Design jtag_tap_multi_dr, sky130hd; sources not shown.
Fig. 1: run 1, the clock network
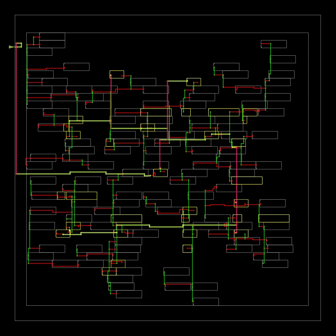
CLK BUF: 18
final setup skew: 45.2 ps
clock latency at the later pin of the worst-skew pair: 420 ps
TritonCTS Buffers: 17

Fig. 2: run 1, placed cells, one colour a class
Scale: 3 px per um. Fill, decap, tap and diode cells in grey.
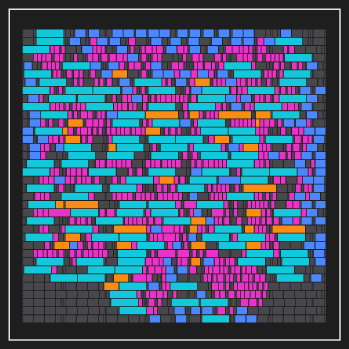
cyan -> flip-flops  # cells 113, share of their area 41%
orange -> clock drivers and dummy loads  # cells 32, share of their area 7.0%
blue -> other buffers and delay cells  # cells 123, share of their area 18%
magenta -> all other logic  # cells 521, share of their area 35%
core box area: 9910 um2
Final Util: 0.715
FP Rows: 36

Fig. 3: run 1, clock network drawn from the DEF
Scale: 4 px per um.
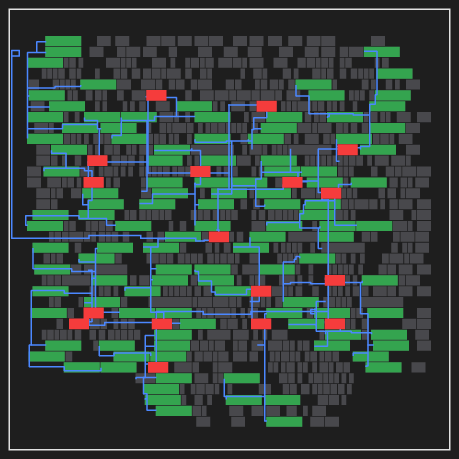
blue -> clock wires  # length 1,290 um
green -> flip-flops  # count 113
red -> cells driving clock nets  # count 17
routed clock nets = 18
clock-net power: 1280 uW
clock power share: 0.346

==> results_dict.tcl, run 1 <==
# metrics dict for downstream scripts
set metrics [dict create \
    top_cells_by_area "dfrtp_1 (50%), nand2_1 (13%), a21oi_1 (5.1%)" \
    drt_iter0_markers 449 \
    power.share.switching 0.343 \
    cp.arrival_ps 2990 \
    path_cells "dlygate4sd2_1" \
    rrSetupSlack_ps 440 \
    synth.ff_latch_count 113 \
    holdWs_ps 187 \
    edf_count 0 \
    wl_mm 14.1 \
    clock_path_buffers 2 \
    ys_seq_frac 0.516 \
    warning_count 26 \
    grt_max_degree 64 \
    finalSetupTns_ps 0 \
    p_switching_uw 1270 \
    cts-root-buf "clkbuf_8" \
    diodes 0 \
    port-buffer-count 113 \
    hold_path_class "primary input to asynchronous set/reset pin" \
    setup_violations 0 \
    cp_slowest_stage_delay_ps 380 \
    final_common_cell "nand2_1" \
    start_kind "flop" \
    worstPathMaxFanout 1 \
    grt_pass1_wl_mm 22.9 \
    ys.flop_type "dfrtp_1" \
    slew_headroom 0.407 \
    syn_avg_cell_area_um2 8.07 \
    cts_setup_buffers 0 \
    fp.dieH_um 110 \
    top_logic_kind "simple AND/OR/NAND/NOR gates" \
    cp-end-kind "primary output" \
    p_leak_uw 0.00345 \
    routedWlPerCell_um 15.3 \
    ys_area_um2 5490 \
    yosysTopAreaCellShare 0.502 \
    most-common-layout-cells "nand2_1 (193), dfrtp_1 (110), clkdlybuf4s50_1 (110), a21oi_1 (56), nand3_1 (54)" \
    aoi_share 0.123 \
    power_frac_seq 0.375 \
    die_w_um 110 \
    netlist_instances 680 \
    crit_buf_inv 1 \
    drive_gt1_frac 0.0798 \
    initial_utilization 0.554 \
    xor_share 0 \
    nets 845 \
    synthMuxAreaShare 0 \
    cp.required_ps 3200 \
    p_int_uw 2430 \
    cts_sinks 113 \
    ios 114 \
    dp_hpwl_mm 9.34 \
    yosys.area_share.simple 0.277 \
    hold_viol 0 \
    htree_levels 4 \
    synth_area_um2 5490 \
    tightest_slew_ps 888 \
    ir_worst_vdd_mv 0.336 \
    drv_cap 0 \
    synth.most_common_cell "nand2_1" \
    maxSlewViolCount 0 \
    dr_total_vias 5057 \
    via_per_inst 5.48 \
    synth_cell_types 30 \
    clk_pin_slew_ps 60 \
    p_comb_frac 0.279 \
    cpMaxStageDelayCell "dfrtn_1" \
    synthAdderAreaFrac 0.00228 \
    grt_setup_unrepaired "no" \
    ant_nets 0 \
    synth_top_cell_by_area "dfrtp_1" \
    critPathTopFamily "flip-flops" \
    status "finished clean" \
    grt_pass1_vias 4747 \
    worstSetupPathDepth 1 \
    powerDensity_nw_per_um2 523 \
    synth-async-reset-ratio 1.00 \
    ff2ff_path_depth 9 \
    drc 0 \
    area_growth_pct 29.1 \
    grt_overflow 0 \
    fillers 750 \
    syn_nets 749 \
    synth_warnings 0 \
]
[run 1: routing by layer]
| metal | wire length (um) | vias to the layer above | track usage | share of wire |
|---|---|---|---|---|
| met4 | 213 | 0 | 0.0775 | 0.015 |
| met2 | 7060 | 183 | 0.397 | 0.50 |
| met5 | 0 | - | - | 0 |
| li1 | - | 2434 | - | - |
| met1 | 5880 | 2418 | 0.325 | 0.42 |
| met3 | 943 | 22 | 0.0575 | 0.067 |
[run 1: power by group through the flow]
| stage | Sequential (uW) | Clock, uW | Combinational (uW) |
|---|---|---|---|
| after CTS | 1390 | 1300 | 1030 |
| after global routing | 1410 | 1360 | 1150 |
| after floorplan | 1380 | 0 | 716 |
| after detailed placement | 1410 | 0 | 1030 |
| after global placement | 1400 | 0 | 997 |
| final | 1390 | 1280 | 1030 |
[run 1: metrics by stage]
stage	instances	power [uW]	worst slack, ps	instance area (um2)	utilization
finish	922	3700	211	7080	0.715
global route	922	3920	165	7080	0.715
CTS	921	3720	188	7060	0.713
detailed placement	889	2430	329	6580	0.664
global placement	889	2400	341	6580	0.664
floorplan	680	2100	514	5490	-
[run 1: cell type report]
class,instances,area [um2],area share
inverter,48,180,0.0254
sequential,113,2830,0.399
clock inverter,14,238,0.0336
timing repair buffer,123,1210,0.171
multi-input combinational,473,2210,0.312
tap,133,166,0.0235
clock buffer,18,248,0.0350
[run 1: what timing repair did]
item / in CTS / in global routing
hold buffers: 0 / 0
resized: 2 / 0
hold endpoints to repair: 0 / 0
endpoints found under the setup margin: 2 / 0
[run 1: cells by family after synthesis]
group | Yosys count
AND/OR/NAND/NOR | 344
AND-OR/OR-AND | 128
flip-flops | 113
buffers and inverters | 94
adder cells (fa/ha/maj) | 1
==> run 1 -> run 2 <==
--- a/config.mk
+++ b/config.mk
@@ -8,10 +8,10 @@
 export ABC_AREA = 1
 export ABC_CLOCK_PERIOD_IN_PS = 4000
 export CAP_MARGIN = 10
-export CORE_MARGIN = 4
+export CORE_MARGIN = 1
 export CORE_UTILIZATION = 53
 export CTS_BUF_LIST = sky130_fd_sc_hd__clkbuf_8
-export CTS_CLUSTER_DIAMETER = 80
+export CTS_CLUSTER_DIAMETER = 40
 export CTS_CLUSTER_SIZE = 25
 export DETAILED_ROUTE_END_ITERATION = 16
 export HOLD_SLACK_MARGIN = 0.12
Fig. 4: run 2, M2 wires
Scale: 4 px per um.
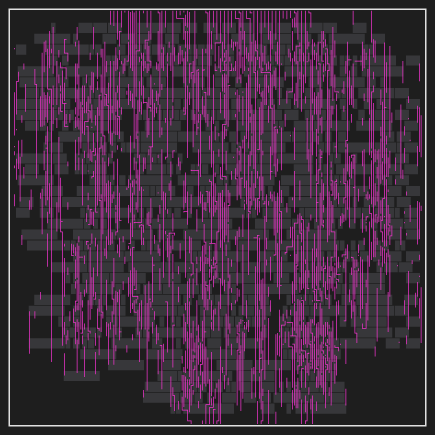
main direction = vertical
share of all routed wire = 49%
wire length on this layer = 6,810 um
nets with wire on the layer = 685
longest straight run = 68.2 um
M2 GR Usage: 0.446
DRT Wirelength: 13.8 mm
Vias: 5,019

==> run 2 against run 1 <==
Against the previous run:
- largest power group unchanged
- critical path type unchanged
- cell area down 1.2%
- utilization is 0.87 points lower
- critical path depth unchanged
- hold slack improved by 290 ps
- die area fell by 11%
- sequential share of layout area rose by 0.49 points
- global-route usage increased by 2.9 points
- first-iteration DRC count fell by 18%
- flip-flop count unchanged
==> results_dict.tcl, run 2 <==
# metrics dict for downstream scripts
set metrics [dict create \
    drv_cap 0 \
    top_logic_kind "simple AND/OR/NAND/NOR gates" \
    top_cells_by_area "dfrtp_1 (50%), nand2_1 (13%), a21oi_1 (5.1%)" \
    synth_cell_types 30 \
    chip_area_um2 10800 \
    ios 114 \
    grt_overflow 0 \
    hold_viol 0 \
    finalSetupTns_ps 0 \
    ir_worst_vdd_mv 0.317 \
    holdWs_ps 480 \
    fillers 771 \
    cts-root-buf "clkbuf_8" \
    cpMaxStageDelayCell "dfrtn_1" \
    yosys.area_share.simple 0.277 \
    ys_area_um2 5490 \
    wl_met3_um 717 \
    synthAdderAreaFrac 0.00228 \
    clk_latency_ps 420 \
    cts_tree "done" \
    cp_slowest_stage_delay_ps 380 \
    path_cells "dlygate4sd2_1" \
    worstSetupPathDepth 1 \
    synth_area_um2 5490 \
    worstPathMaxFanout 1 \
    yosysTopAreaCellShare 0.502 \
    port-buffer-count 113 \
    fp.dieH_um 104 \
    edf_count 0 \
    rows 36 \
    synth-async-reset-ratio 1.00 \
    warning_count 26 \
    place_inst 889 \
    drive_gt1_frac 0.0762 \
    clock_path_buffers 2 \
    p_leak_uw 0.00343 \
    most-common-layout-cells "nand2_1 (193), dfrtp_1 (110), clkdlybuf4s50_1 (110), a21oi_1 (56), nand3_1 (54)" \
    ys.flop_type "dfrtp_1" \
    ant_nets 0 \
    cp-end-kind "primary output" \
    maxSlewViolCount 0 \
    ys_seq_frac 0.516 \
    syn_nets 749 \
    core_area_um2 9910 \
    initial_utilization 0.554 \
    grt_pass1_wl_mm 23.4 \
    netlist_instances 680 \
    synth_warnings 0 \
    setup_violations 0 \
    routedWlPerCell_um 15.0 \
    cp.arrival_ps 2990 \
    synth_top_cell_by_area "dfrtp_1" \
    wl_met2_mm 6.81 \
    grt.total_usage 0.280 \
    xor_share 0 \
    grt_pass1_vias 4882 \
    via_per_inst 5.46 \
    syn_avg_cell_area_um2 8.07 \
    yosysCellCount 680 \
    numCtsBuffers 17 \
    diodes 0 \
    powerDensity_nw_per_um2 499 \
    cp.required_ps 3200 \
    drc 0 \
    htree_levels 4 \
    power.total_uw 3490 \
    crit_type "flop to primary output" \
    hold_path_class "flop to flop" \
    grt_setup_unrepaired "no" \
    nets 845 \
    area_growth_pct 27.5 \
    drtPass1Iterations 5 \
    cts_setup_buffers 0 \
    aoi_share 0.123 \
    slew_headroom 0.409 \
    drt_iter0_markers 366 \
    routed.top_layer "met4" \
    synth.most_common_cell "nand2_1" \
    crit_buf_inv 1 \
    fin_cells 920 \
    final_common_cell "nand2_1" \
    synthMuxAreaShare 0 \
    ff2ff_path_depth 9 \
    tightest_slew_ps 886 \
    synth.ff_latch_count 113 \
    status "finished clean" \
    clk_pin_slew_ps 60 \
    dp_hpwl_mm 8.97 \
    die_w_um 104 \
    cts_sinks 113 \
    grt_max_degree 64 \
    rrSetupSlack_ps 470 \
    holdPathStages 2 \
    common_cells "nand2_1 (193), dfrtp_1 (110), a21oi_1 (56), nand3_1 (54), o21ai_0 (47)" \
    critPathTopFamily "flip-flops" \
    start_kind "flop" \
    antenna_found_initial 0 \
    place.gp.congestion 0.911 \
    m1WireLength_mm 5.98 \
]
Fig. 5: run 2, clock network drawn from the DEF
Scale: 6 px per um.
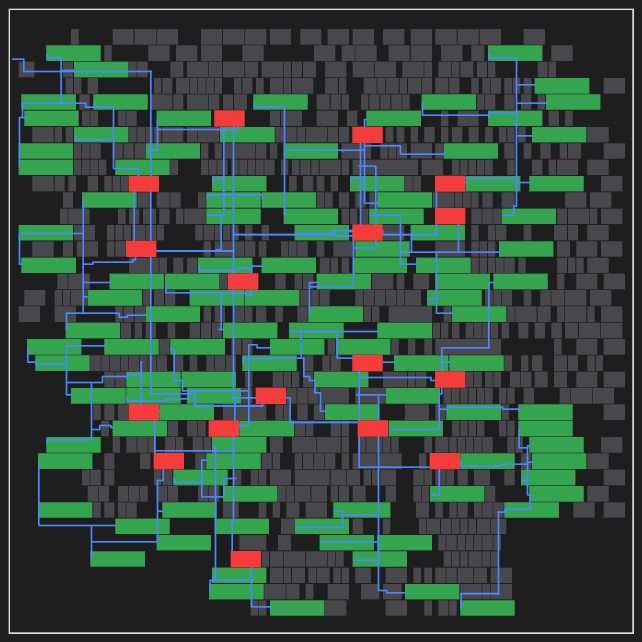
blue -> clock wires  # length 1,380 um
green -> flip-flops  # count 113
red -> cells driving clock nets  # count 17
routed clock nets = 18
final setup skew: 40.3 ps
clock-net power: 1070 uW

==> run 2: cell counts after synthesis <==
No cell type changed its count.
==> run 2: stage by stage <==
stage | utilization | area (um2) | setup WS, ps
floorplan | - | 5490 | 514
global placement | 0.664 | 6580 | 343
finish | 0.706 | 7000 | 211
CTS | 0.704 | 6980 | 193
detailed placement | 0.664 | 6580 | 333
global route | 0.706 | 7000 | 155
==> run 2: layout make-up <==
cell class,count,area [um2],share of cell area
Timing Repair Buffer,123,1210,0.173
Clock inverter,7,82.6,0.0118
Inverter,48,180,0.0257
Multi-Input combinational cell,473,2210,0.316
Clock buffer,23,317,0.0452
Sequential cell,113,2830,0.404
Tap cell,133,166,0.0238
==> run 2: kinds of logic (layout without fill, tap and decap cells) <==
family / count (synthesis) / count (layout)
fa+ha+maj: 1 / 1
flops: 113 / 113
compound gates: 128 / 128
simple gates: 344 / 344
buf+inv: 94 / 201
==> run 2: repair_timing <==
action | in CTS | in global routing
endpoints found under the setup margin | 2 | 0
hold buffers | 0 | 0
resized | 2 | 0
endpoints found under the hold margin | 0 | 0
==> run 2: metal layers <==
metal,GRT usage,vias up
met5,-,-
li1,-,2433
met2,0.446,176
met1,0.352,2380
met4,0.104,0
met3,0.0636,30
==> run 2: where the power goes <==
group          leakage (uW)  internal [uW]  switching (uW)
clock              0.000216            639             432
sequential          0.00138           1290             104
combinational       0.00183            326             705
total               0.00343           2250            1240
Power and IR drop assume default switching activity.
